Figure 1. Clock wiring as the flow saved it (run 1).
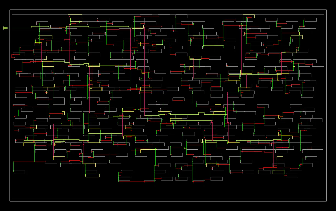
Figure 2. Placed cells, one colour a class (run 1).
Drawn at 2 px/micron. Fill, decap, tap and diode cells in grey.
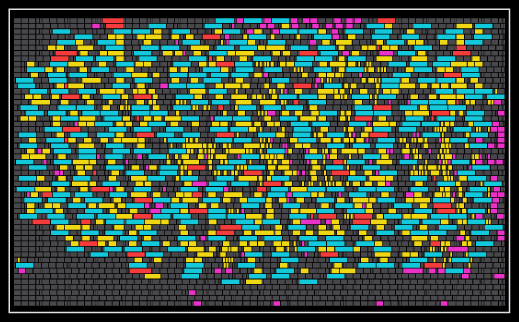
Figure 3. Clock network drawn from the DEF (run 1).
Drawn at 2 px/micron.
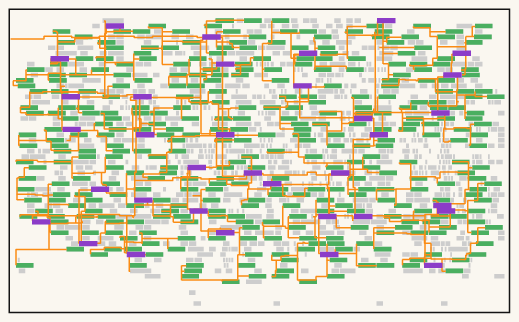
Figure 4. Nets reached from selected ports (run 1).
Drawn at 2 px/micron.
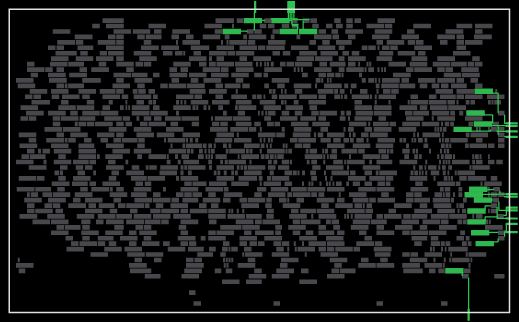
--- config.mk ---
export PLATFORM = sky130hd
export DESIGN_NAME = ddr_cmd_gen
export DESIGN_NICKNAME = d
export VERILOG_FILES = /design/src/rtl/ddr_cmd_gen.sv
export SDC_FILE = /design/constraint.sdc
export NUM_CORES = 1
export LEC_CHECK = 0
export CAP_MARGIN = 5
export CORE_ASPECT_RATIO = 0.6
export CORE_MARGIN = 1.5
export CORE_UTILIZATION = 44
export DETAILED_ROUTE_END_ITERATION = 10
export GPL_TIMING_DRIVEN = 0
export PLACE_DENSITY = 0.64
export SLEW_MARGIN = 10
export SYNTH_ARGS = -nofsm -noshare
export SYNTH_HDL_FRONTEND = slang
export SYNTH_SLANG_ARGS = --single-unit
--- constraint.sdc ---
create_clock -name clk -period 2.9 [get_ports clk]
set_input_delay 0.58 -clock clk [delete_from_list [all_inputs] [get_ports clk]]
set_output_delay 0.58 -clock clk [all_outputs]
set_load 0.01 [all_outputs]
--- src/rtl/ddr_cmd_gen.sv ---
// DDR command generator: one request at a time, per-bank open-row tracking, PRE/ACT/CAS sequencing.
// Define DDR_AUTOPRE_EN for closed-page operation (RDA/WRA, no explicit PRE); default is open-page.
module ddr_cmd_gen #(
    parameter int unsigned BGWIDTH   = 2,
    parameter int unsigned BAWIDTH   = 2,
    parameter int unsigned ADDRWIDTH = 17,
    parameter int unsigned COLWIDTH  = 10,
    parameter int unsigned TRCD      = 4,
    parameter int unsigned TRP       = 4,
    parameter int unsigned TBURST    = 4
) (
    input  logic                 clk,
    input  logic                 reset_n,
    input  logic                 req_valid,
    output logic                 req_ready,
    input  logic                 req_wr,
    input  logic [BGWIDTH-1:0]   req_bg,
    input  logic [BAWIDTH-1:0]   req_ba,
    input  logic [ADDRWIDTH-1:0] req_row,
    input  logic [COLWIDTH-1:0]  req_col,
    output logic                 done,
    output logic                 done_hit,
    output logic                 cke,
    output logic                 cs_n,
    output logic                 act_n,
    output logic [ADDRWIDTH-1:0] A,
    output logic [BGWIDTH-1:0]   bg,
    output logic [BAWIDTH-1:0]   ba
);

    localparam int unsigned BKW     = BGWIDTH + BAWIDTH;
    localparam int unsigned NBANK   = 1 << BKW;
    localparam int unsigned TMAX_RC = (TRP > TRCD) ? TRP : TRCD;
    localparam int unsigned TMAX    = (TMAX_RC > TBURST) ? TMAX_RC : TBURST;
    localparam int unsigned CNTW    = $clog2(TMAX + 1);
    localparam int unsigned RAS_BIT = ADDRWIDTH - 1;
    localparam int unsigned CAS_BIT = ADDRWIDTH - 2;
    localparam int unsigned WE_BIT  = ADDRWIDTH - 3;
    localparam int unsigned AP_BIT  = 10;
`ifdef DDR_AUTOPRE_EN
    localparam logic AUTOPRE = 1'b1;
`else
    localparam logic AUTOPRE = 1'b0;
`endif

    typedef enum logic [2:0] {
        S_IDLE, S_PRE, S_WAIT_RP, S_ACT, S_WAIT_RCD, S_CAS, S_WAIT_BURST
    } state_t;

    state_t                           state_q, state_d;
    logic [CNTW-1:0]                  cnt_q, cnt_d;
    logic [NBANK-1:0]                 valid_q, valid_d;
    logic [NBANK-1:0][ADDRWIDTH-1:0]  rows_q, rows_d;
    logic                             twr_q, twr_d;
    logic                             hit_q, hit_d;
    logic [BGWIDTH-1:0]               tbg_q, tbg_d;
    logic [BAWIDTH-1:0]               tba_q, tba_d;
    logic [ADDRWIDTH-1:0]             trow_q, trow_d;
    logic [COLWIDTH-1:0]              tcol_q, tcol_d;
    logic                             ready_q, ready_d;
    logic                             done_q, done_d;
    logic                             done_hit_q, done_hit_d;
    logic                             cke_q;
    logic                             cs_n_q, cs_n_d;
    logic                             act_n_q, act_n_d;
    logic [ADDRWIDTH-1:0]             a_q, a_d;
    logic [BGWIDTH-1:0]               bg_q, bg_d;
    logic [BAWIDTH-1:0]               ba_q, ba_d;
    logic [BKW-1:0]                   rbk, tbk;

    assign rbk = {req_bg, req_ba};
    assign tbk = {tbg_q, tba_q};

    // Next-state and next-output logic; every non-command cycle is a deselect.
    always_comb begin
        state_d    = state_q;
        cnt_d      = cnt_q;
        valid_d    = valid_q;
        rows_d     = rows_q;
        twr_d      = twr_q;
        hit_d      = hit_q;
        tbg_d      = tbg_q;
        tba_d      = tba_q;
        trow_d     = trow_q;
        tcol_d     = tcol_q;
        done_d     = 1'b0;
        done_hit_d = 1'b0;
        cs_n_d     = 1'b1;
        act_n_d    = 1'b1;
        a_d        = '0;
        bg_d       = bg_q;
        ba_d       = ba_q;

        case (state_q)
            S_IDLE: begin
                if (req_valid && ready_q) begin
                    twr_d  = req_wr;
                    tbg_d  = req_bg;
                    tba_d  = req_ba;
                    trow_d = req_row;
                    tcol_d = req_col;
                    hit_d  = 1'b0;
                    if (valid_q[rbk] && (rows_q[rbk] == req_row)) begin
                        hit_d   = 1'b1;
                        state_d = S_CAS;
                    end else if (valid_q[rbk]) begin
                        state_d = S_PRE;
                    end else begin
                        state_d = S_ACT;
                    end
                end
            end
            S_PRE: begin
                cs_n_d          = 1'b0;
                a_d[CAS_BIT]    = 1'b1;
                bg_d            = tbg_q;
                ba_d            = tba_q;
                valid_d[tbk]    = 1'b0;
                if (TRP > 1) begin
                    state_d = S_WAIT_RP;
                    cnt_d   = CNTW'(TRP - 2);
                end else begin
                    state_d = S_ACT;
                end
            end
            S_WAIT_RP: begin
                if (cnt_q == '0) begin
                    if (AUTOPRE) begin
                        state_d = S_IDLE;
                        done_d  = 1'b1;
                    end else begin
                        state_d = S_ACT;
                    end
                end else begin
                    cnt_d = cnt_q - CNTW'(1);
                end
            end
            S_ACT: begin
                cs_n_d       = 1'b0;
                act_n_d      = 1'b0;
                a_d          = trow_q;
                bg_d         = tbg_q;
                ba_d         = tba_q;
                valid_d[tbk] = 1'b1;
                rows_d[tbk]  = trow_q;
                if (TRCD > 1) begin
                    state_d = S_WAIT_RCD;
                    cnt_d   = CNTW'(TRCD - 2);
                end else begin
                    state_d = S_CAS;
                end
            end
            S_WAIT_RCD: begin
                if (cnt_q == '0) begin
                    state_d = S_CAS;
                end else begin
                    cnt_d = cnt_q - CNTW'(1);
                end
            end
            S_CAS: begin
                cs_n_d                = 1'b0;
                a_d[RAS_BIT]          = 1'b1;
                a_d[WE_BIT]           = ~twr_q;
                a_d[COLWIDTH-1:0]     = tcol_q;
                a_d[AP_BIT]           = AUTOPRE;
                bg_d                  = tbg_q;
                ba_d                  = tba_q;
                if (AUTOPRE) begin
                    valid_d[tbk] = 1'b0;
                end
                state_d = S_WAIT_BURST;
                cnt_d   = CNTW'(TBURST - 1);
            end
            S_WAIT_BURST: begin
                if (cnt_q == '0) begin
                    if (AUTOPRE && (TRP > 1)) begin
                        state_d = S_WAIT_RP;
                        cnt_d   = CNTW'(TRP - 2);
                    end else begin
                        state_d    = S_IDLE;
                        done_d     = 1'b1;
                        done_hit_d = hit_q & ~AUTOPRE;
                    end
                end else begin
                    cnt_d = cnt_q - CNTW'(1);
                end
            end
            default: state_d = S_IDLE;
        endcase

        ready_d = (state_d == S_IDLE);
    end

    // All state, table and DRAM-facing outputs are registered here.
    always_ff @(posedge clk or negedge reset_n) begin
        if (!reset_n) begin
            state_q    <= S_IDLE;
            cnt_q      <= '0;
            valid_q    <= '0;
            rows_q     <= '0;
            twr_q      <= 1'b0;
            hit_q      <= 1'b0;
            tbg_q      <= '0;
            tba_q      <= '0;
            trow_q     <= '0;
            tcol_q     <= '0;
            ready_q    <= 1'b0;
            done_q     <= 1'b0;
            done_hit_q <= 1'b0;
            cke_q      <= 1'b0;
            cs_n_q     <= 1'b1;
            act_n_q    <= 1'b1;
            a_q        <= '0;
            bg_q       <= '0;
            ba_q       <= '0;
        end else begin
            state_q    <= state_d;
            cnt_q      <= cnt_d;
            valid_q    <= valid_d;
            rows_q     <= rows_d;
            twr_q      <= twr_d;
            hit_q      <= hit_d;
            tbg_q      <= tbg_d;
            tba_q      <= tba_d;
            trow_q     <= trow_d;
            tcol_q     <= tcol_d;
            ready_q    <= ready_d;
            done_q     <= done_d;
            done_hit_q <= done_hit_d;
            cke_q      <= 1'b1;
            cs_n_q     <= cs_n_d;
            act_n_q    <= act_n_d;
            a_q        <= a_d;
            bg_q       <= bg_d;
            ba_q       <= ba_d;
        end
    end

    assign req_ready = ready_q;
    assign done      = done_q;
    assign done_hit  = done_hit_q;
    assign cke       = cke_q;
    assign cs_n      = cs_n_q;
    assign act_n     = act_n_q;
    assign A         = a_q;
    assign bg        = bg_q;
    assign ba        = ba_q;

endmodule
==> run notes, run 1 <==
Implementation progress

Measured on the final layout, buffering overhead outside the clock network stands at 6.03%. The final layout report lists a clock buffer count of 49. The flip-flop and latch count after synthesis stands at 354.

Per the timing report, the most critical flop-to-flop path originates at state_q[2]. The global-route wire length before repair stands at 67300 microns. The worst setup path is of the flip-flop to flip-flop kind. The multiplexer share of the synthesized area stands at 31.3%. STA classifies the critical path startpoint as a flip-flop. The met1 usage in global routing stands at 37.9%.

The global-route track usage on met2 stands at 34.0%. The number of library cell types mapped by synthesis stands at 47. The die area stands at 0.0376 sq mm. The clock-pin slew of the registers on the worst-case setup and hold paths stands at 0.07 ns. The relative max-transition margin stands at 40.0%. The most critical setup path has its startpoint at state_q[2].

The synthesis log from Yosys contains 0 warnings. The share of cells above drive strength 1 stands at 36.9%. Per the final report, max-transition violations number 0. The via count of the first global-routing pass was 9945.

The met3 global-route usage stands at 7.63%. Summed over all nets, wire length on met3 after detailed routing comes to 3870 microns. The parity-gate share of the synthesized area counting xor and xnor cells stands at 1.59%. On the critical path, the stage with the largest delay is an instance of sky130_fd_sc_hd__nor2_2.

Setup repair after global routing could not meet its margin everywhere. The multi-input combinational cell area stands at 0.00683 sq mm. The worst-margin pin slew stands at 0.896 ns.

The share of total power dissipated in the clock network is 31.2%. The logs give a warning total of 29. Ranked by power, first place goes to sequential cells. Of the total synthesized cell area, the portion taken by full adders, half adders and majority gates is 0.156%.

Measured along the y axis, the die boundary spans 151 microns. The run finished, with violations left. The area fraction in and, or, nand and nor cells stands at 6.20%.

Looking at the area split, the leading class of cells is registers. The highest supply drop recorded on VDD is 381 uV. The final hold violation count stands at 0. The wire length after detailed routing stands at 44800 microns. The worst hold path belongs to the class input pin to async pin.

In the final layout, excluding clock buffers the buffer count is 140. The routed wirelength on the met1 layer is recorded as 21700 microns. Ranked by instance count, the synthesized netlist is headed by 352 x sky130_fd_sc_hd__dfrtp_1, 272 x sky130_fd_sc_hd__mux2_2, 126 x sky130_fd_sc_hd__nand2_1, 63 x sky130_fd_sc_hd__mux4_2, 47 x sky130_fd_sc_hd__clkbuf_1. Of the total standard cell area in the layout, the multi-input combinational portion is 36.7%. Counting flops with a built-in enable in the synthesized netlist gives 0. The total setup buffers inserted after CTS stands at 2.

In the layout the commonest cells are 352 x sky130_fd_sc_hd__dfrtp_1, 272 x sky130_fd_sc_hd__mux2_2, 123 x sky130_fd_sc_hd__nand2_1. In the post-synthesis netlist, the cell with the most instances is sky130_fd_sc_hd__dfrtp_1. The flow reports that combinational logic draws 23.9% of the design power. The power report lists the sequential group at 0.00690 W. The delay of the slowest critical-path stage stands at 0.60 ns.

The main area contributors are sky130_fd_sc_hd__dfrtp_1 55%, sky130_fd_sc_hd__mux2_2 19%, sky130_fd_sc_hd__mux4_2 8.9%. TritonCTS built the clock tree. The static leakage stands at 8.83 nW. Per the GRT log, the top usage layer is met1. The width of the chip stands at 249 microns. In this run the tool buffered the top-level ports with 57 buffer cells. The core utilization before placement stands at 45.3%.

Together, buffers and inverters on the worst path number 2. The share of flip-flops with an asynchronous set or reset after synthesis stands at 100%. In this run the power spent charging and discharging nets is 0.00481 W. A synthesized cell averages 14.1 sq um. The endpoint required time on the critical path stands at 3.31 ns. The maximum fanout count along the critical path stands at 10. Synthesis produced a netlist whose cell count is 1139.

Entering global routing, the biggest net connects 99 pins. The checks that failed: setup timing. The repair_antennas step left the layout with diodes totalling 1. Power attributed to the clock group is 0.00479 W. The first routing iteration left 732 violations.

Before antenna repair, the detailed router went through 5 iterations. In this run the worst setup path terminates at rows_q[201]. The synthesized area stands at 0.0160 sq mm.

The floorplan report lists the tap cell count as 467. Per the finish-stage timing summary, setup violations number 47. The flow measured a signed area growth from synthesis to layout of 16.3%. The critical path in the final layout is reported with a setup slack of -0.152 ns. Counting buffers and inverters, the worst setup path is 6 cells deep. The total global routing track utilization stands at 24.7%.
Notes on Figure 1 above:
cts bufs inserted: 34
clk latency late pin: 0.53 ns
maximum clock skew at final layout: 0.0178 ns
sequential cell count of the final layout: 354

Notes on Figure 2 above:
Magenta is other buffers and delay cells, cells 140, share of their area 6.2%. Cyan is flops, cells 354, share of their area 49%. Red is clock drivers and dummy loads, cells 60, share of their area 6.7%. Yellow is combinational and other logic, cells 705, share of their area 38%.
register fraction of the total cell area: 47.6%
FP Rows: 53
core outline area: 0.0354 sq mm
final core utilization: 52.6%
final cell area excluding filler cells: 0.0186 sq mm

Notes on Figure 3 above:
Orange is clock wires, length 4480 microns. Green is flip-flops, count 354. Purple is clock drivers, count 34.
There are 35 routed clock nets. Position of the flops: all over the die.

Notes on Figure 4 above:
Green is A, bits 17, direction output, end cells 17, buffers 17, wire 229 microns.

run 1: sequential cells by signal, summed over array words and instances, names as in the netlist, named ones only:
| signal | flops |
|---|---|
| done | 1 |
| rows_q | 272 |
| trow_q | 17 |
| hit_q | 1 |
| tba_q | 2 |
| act_n | 1 |
| twr_q | 1 |
| state_q | 3 |
| done_hit | 1 |
| bg | 2 |
| tcol_q | 10 |
| ba | 2 |
| A | 17 |
| tbg_q | 2 |
| cke | 1 |
| req_ready | 1 |
| cs_n | 1 |
| cnt_q | 3 |
run 1: per-stage QoR:
stage,hold slack [ns],instances,TNS (ns)
after floorplan,0.284,1139,0
after global placement,0.461,1663,-5087.76
after detailed placement,0.472,1666,-65.93
after CTS,0.105,1727,-0.805
after global routing,0.137,1726,-7.55
final,0.0801,1727,-4.31
## Run 2: what changed since run 1
Settings changed: PLACE_DENSITY 0.64 to 0.66.
Clock period 2.9 ns to 2.5 ns, I/O delays scaled along.
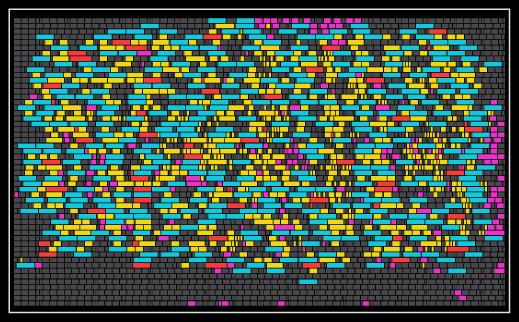
Figure 5: run 2, placed cells, one colour a class.
Drawn at 2 px/micron. Fill, decap, tap and diode cells in grey.
Yellow is combinational and other logic, cells 705, share of their area 38%. Cyan is flops, cells 354, share of their area 48%. Red is clock drivers and dummy loads, cells 58, share of their area 6.2%. Magenta is other buffers and delay cells, cells 172, share of their area 8.0%.
register fraction of the total cell area: 46.4%
final core utilization: 53.9%

==> run notes, run 2 <==
Implementation progress

The setup TNS after final layout stands at 0 ns. The total number of warnings across the stage logs stands at 33. The post-route report lists met1 wire length as 21600 microns. Once layout is complete, the cells apart from fillers number 1757. After the first detailed-routing iteration, the DRC count stood at 968. Counting flops and latches in the post-synthesis netlist gives 354. In the synthesized netlist, the number of instances is 1139. The delay of the slowest critical-path stage stands at 0.41 ns. The critical path in this run is classified as flip-flop to flip-flop. The layout summary lists the proportion of cells stronger than drive strength 1 as 39.3%. The floorplan step defined a core boundary enclosing 0.0354 sq mm. In this run, synthesis inferred 0 flip-flops with an integrated enable.

The report shows a maximum critical-path fanout of 10. Per the post-CTS timing run, clock transition at the registers of the reported paths is 0.06 ns. The synthesized area per cell stands at 14.1 sq um. The die boundary height stands at 151 microns.

The area added between synthesis and finish stands at 19.2%. By instance count after routing, the leading logic cell type is sky130_fd_sc_hd__dfrtp_1. Yosys attributes the largest share of cell area to sky130_fd_sc_hd__dfrtp_1 55%, sky130_fd_sc_hd__mux2_2 19%, sky130_fd_sc_hd__mux4_2 8.9%.

Per the synth stats, the proportion of register bits with asynchronous set or reset is 100%. The via count of the first global-routing pass came to 10000. The final clock skew stands at 0.0218 ns. The placed cell count stands at 1666. The type recorded for the worst min-delay path is flip-flop to flip-flop. The final max-slew violation count recorded for this run is 0. The final hold violation count stands at 0. The multiplexer share of the synthesized area stands at 31.3%. The run finished with clean final reports.

The register with the most flip-flops in the layout has 272 of them. TritonCTS built the clock tree. The final cell area excluding filler cells stands at 0.0191 sq mm. The static leakage stands at 9.04 nW. Across all checked pins, the minimum headroom to the slew limit is 45.8%. The number of setup buffers added after CTS is 11.

The area fraction in and, or, nand and nor cells stands at 6.20%. Summed over all nets, wire length on met3 after detailed routing comes to 4200 microns. The global routing report lists met3 layer usage as 8.13%. The number of failing setup endpoints in the final timing report stands at 0. STA classifies the critical path startpoint as a flip-flop.

Traced cell by cell, the critical path runs through nand2b_2 -> nor2_4 -> buf_4 -> nand3_4 -> nor3_4 -> buf_4 -> mux2_2. The register with the most flip-flops in the final layout is rows_q. At the pin with the least slew margin, the transition time is 0.812 ns. By count the netlist is led by 352 x sky130_fd_sc_hd__dfrtp_1, 272 x sky130_fd_sc_hd__mux2_2, 126 x sky130_fd_sc_hd__nand2_1, 63 x sky130_fd_sc_hd__mux4_2, 47 x sky130_fd_sc_hd__clkbuf_1. The gate-level netlist out of Yosys references 47 unique cell types. The parity-gate share of the synthesized area counting xor and xnor cells stands at 1.59%. The number of buffers and inverters on the critical path stands at 2.

The and-or/or-and share of the synthesized area stands at 2.65%. Synthesis produced a netlist with a net count of 1176. The die area stands at 0.0376 sq mm. The net switching power in the latest report is 0.00573 W.

The clock power share stands at 30.6%. The minimum hold slack stands at 0.488 ns. The post-route clock period utilization stands at 97.6%. The warning tally printed by Yosys for this design is 0. The setup slack after layout stands at 0.0609 ns. Looking at the critical path, the single cell with the biggest stage delay is sky130_fd_sc_hd__dfrtp_1. The number of standard-cell rows in the floorplan stands at 53. The synthesized area stands at 0.0160 sq mm. The global-route wire length before repair stands at 66900 microns. After global routing, the most crowded layer is met1. Global routing consumed, on the met2 layer, 33.1% of the routing resources. The met1 usage in global routing stands at 37.7%. Port buffering added 57 buffers. Sequential cells consume a total of 0.00799 W. Buffers inserted during clock tree synthesis total 34.

The total global routing track utilization stands at 24.5%. The most common cell in the synthesized netlist is sky130_fd_sc_hd__dfrtp_1. The core utilization before placement stands at 45.3%. The switching part of the total stands at 32.0%.

The later pin in the worst-skew pair is clocked with a latency of 0.54 ns. The endpoint required time on the critical path stands at 2.92 ns. Leaving out fill and tap cells, the most frequent cells in the layout are 351 x sky130_fd_sc_hd__dfrtp_1, 272 x sky130_fd_sc_hd__mux2_2, 122 x sky130_fd_sc_hd__nand2_1.

The cell-mix breakdown from Yosys lists the adder-cell area share as 0.156%. The wire length after detailed routing stands at 45100 microns. The combinational power share stands at 24.8%.

The detailed-router iteration count before antenna repair stands at 5. The highest supply drop recorded on VDD is 426 uV. The setup slack after placement stands at -1.23 ns. The pin count of the biggest net entering global routing stands at 108. The width of the chip stands at 249 microns. Summed over its instances, the top area cell type makes up 55.0% of the synthesized netlist area. Per report_power, the top consumer among the power groups is sequential cells.

The power drawn by the clock network stands at 0.00549 W.
run 2: final cells by class:
class	count	area (sq um)
flip-flops and latches	354	8860
multi-input cells	698	7000
plain buffers	76	544
clock inverters	10	194
repair buffers	96	931
clock buffers	48	955
diodes	1	2.50
inverters	7	26.3
well taps	467	584
fillers	2940	16300
run 2: worst paths after layout:
check	from	end	slack, ns	cells after the start
worst max-delay path	state_q[2]	rows_q[211]	0.06	7
worst min-delay path	tcol_q[9]	tcol_q[9]	0.49	2
worst max register to register	state_q[2]	rows_q[211]	0.06	7
worst min register to register	tcol_q[9]	tcol_q[9]	0.49	2
max in group asynchronous	reset_n	cke	0.62	4
min in group asynchronous	reset_n	tcol_q[4]	0.50	2
## Run 3: what changed since run 2
Settings changed: CORE_MARGIN 1.5 to 3, SKIP_CTS_REPAIR_TIMING from default to 1.
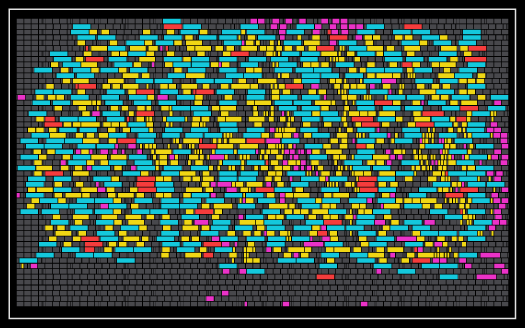
Figure 6: run 3, placed cells, one colour a class.
Drawn at 2 px/micron. Fill, decap, tap and diode cells in grey.
Magenta is other buffers and delay cells, cells 164, share of their area 7.8%. Yellow is combinational and other logic, cells 705, share of their area 38%. Red is clock drivers and dummy loads, cells 58, share of their area 6.3%. Cyan is flops, cells 354, share of their area 48%.

==> run notes, run 3 <==
Implementation progress

At the placement stage, the worst setup path has a slack of -1.24 ns. The gate count of the mapped netlist stands at 1139. Summing the areas of all and, or, nand and nor instances in the mapped netlist gives 6.20% of the synthesized area. Looking at the reg2reg group, the worst path ends at rows_q[66]. As reported, the later end of the worst-skew pair has a clock insertion delay of 0.53 ns. The run finished with clean final reports. After floorplanning, the die was sized to cover 0.0388 sq mm. The power drawn by the clock network stands at 0.00542 W. TritonCTS built the clock tree.

The CTS buffer count stands at 34. The maximum fanout count along the critical path stands at 10. At the worst endpoint, the required time is 2.90 ns. Traced cell by cell, the critical path runs through nand2b_2 -> nor2_4 -> inv_1 -> nor3_4 -> buf_12 -> buf_2 -> mux2_2.

In this run the critical register-to-register path is launched from state_q[2]. The gate-level netlist out of Yosys references 47 unique cell types. The count of buffers inserted at the top-level ports stands at 57. The worst setup path is launched from a flip-flop. The power report lists the sequential group at 0.00799 W. Multi-input combinational cells in the finished layout were counted as 698. The reg-to-reg setup timing slack stands at 0.01 ns.

In this run, the number of DRC markers left after iteration 0 of detailed routing was 866. In the final layout, excluding clock inverters the inverter count is 7. More flip-flops sit in one register than any other, and that register is rows_q. The final layout report lists a filler cell count of 2900. The multiplexer share of the synthesized area stands at 31.3%. The net switching power in the latest report is 0.00562 W. The number of buffers and inverters on the critical path is 3.

Per the detailed-route log, wirelength across all metal layers totals 44700 microns. The final layout contains a sequential cell count of 354. The synthesized area stands at 0.0160 sq mm. After global routing, the most crowded layer is met1. The via count of the first global-routing pass stands at 10000. Setup slack closes at 0.0137 ns. The setup path with the least slack is of type flip-flop to flip-flop.

Per STA, the startpoint of the critical path is state_q[2]. The worst setup path is captured at a flip-flop. Clock cells make up 6.07% of the layout cell area. Per the cell usage report, the commonest logic cell in the layout is sky130_fd_sc_hd__dfrtp_1. The pin closest to its max-slew limit shows a slew of 0.756 ns. The worst VDD IR drop from the latest analysis is 589 uV. Ranked by instance count, the synthesized netlist is headed by 352 x sky130_fd_sc_hd__dfrtp_1, 272 x sky130_fd_sc_hd__mux2_2, 126 x sky130_fd_sc_hd__nand2_1, 63 x sky130_fd_sc_hd__mux4_2, 47 x sky130_fd_sc_hd__clkbuf_1. Note that the worst hold path type here is flip-flop to flip-flop.

Per report_power, the top consumer among the power groups is sequential cells. Yosys reported a register bit count of 354. Per the post-CTS timing run, clock transition at the registers of the reported paths is 0.06 ns. The delay of the slowest critical-path stage stands at 0.41 ns. The number of nets at floorplan stands at 1176.

The met3 global-route usage stands at 6.80%. The met1 usage in global routing stands at 36.0%. The count of plain and timing-repair buffers stands at 164.

The leakage power in the latest report is 9.01 nW. The core utilization before placement stands at 45.2%. The floorplan step defined a core boundary enclosing 0.0355 sq mm.

Per the final timing report, the hold violations number 0. The post-route clock period utilization stands at 99.5%. In the layout the commonest cells are 352 x sky130_fd_sc_hd__dfrtp_1, 272 x sky130_fd_sc_hd__mux2_2, 122 x sky130_fd_sc_hd__nand2_1. The total number of warnings across the stage logs stands at 31. The total global routing track utilization stands at 23.0%. The relative max-transition margin stands at 49.6%. Per the run report, area growth between synthesis and finish was 18.9%. The sequential cell area stands at 0.00886 sq mm.

Per the synthesis report, the AND-OR/OR-AND share of the synthesized area is 2.65%. The class occupying the most area after layout is reported as registers. STA shows the worst reg2reg path with a cell count of 7.

The total of warnings raised by yosys stands at 0. Per the breakdown, switching nets consume 31.5% of all power. The most critical setup path has its endpoint at rows_q[66].

Non-clock buffering takes up 7.58% of total cell area after layout. For this run, asynchronously set or reset flops after synthesis account for 100%. The number of enable-type register cells in the synthesized netlist stands at 0. The count of inserted tapcells stands at 467. The detailed-router iteration count before antenna repair stands at 5.

The clock power share stands at 30.4%. The number of flip-flops in the largest register stands at 272. The routed design uses 3980 microns of met3 wire. The multi-input combinational cell area stands at 0.00698 sq mm. The synthesis stats list as the most numerous cell sky130_fd_sc_hd__dfrtp_1. The routed metal-1 wirelength stands at 21400 microns. The proportion of cell area occupied by multi-input gates stands at 36.6%. In this run the vertical extent of the chip is 154 microns. The global-route track usage on met2 stands at 32.2%. The setup TNS after final layout stands at 0 ns.

The combinational power share stands at 24.8%. The layout report gives the register share of total cell area as 46.5%. The area fraction of the dominant cell type after synthesis stands at 55.0%.
run 3: cell counts after synthesis:
Identical to the previous run, type by type.
run 3: per-stage QoR:
stage | utilization [%] | instance area [sq um] | instances
3_3_place_gp | 48.4 | 17200 | 1663
3_5_place_dp | 48.7 | 17300 | 1666
2_1_floorplan | - | 16000 | 1139
6_report | 53.7 | 19000 | 1748
4_1_cts | 51.9 | 18400 | 1724
5_1_grt | 53.7 | 19000 | 1748
run 3: worst min path at each step:
stage	from	end	slack, ns	cells past startpoint
after floorplan	reset_n	A[0]	0.20	0
after global placement	tcol_q[5]	tcol_q[5]	0.46	2
after detailed placement	reset_n	A[1]	0.45	1
after CTS	reset_n	A[1]	-0.1	1
after global routing	req_col[1]	tcol_q[1]	0.50	3
final	tcol_q[9]	tcol_q[9]	0.49	2
Power is estimated from default activity; no workload was simulated.
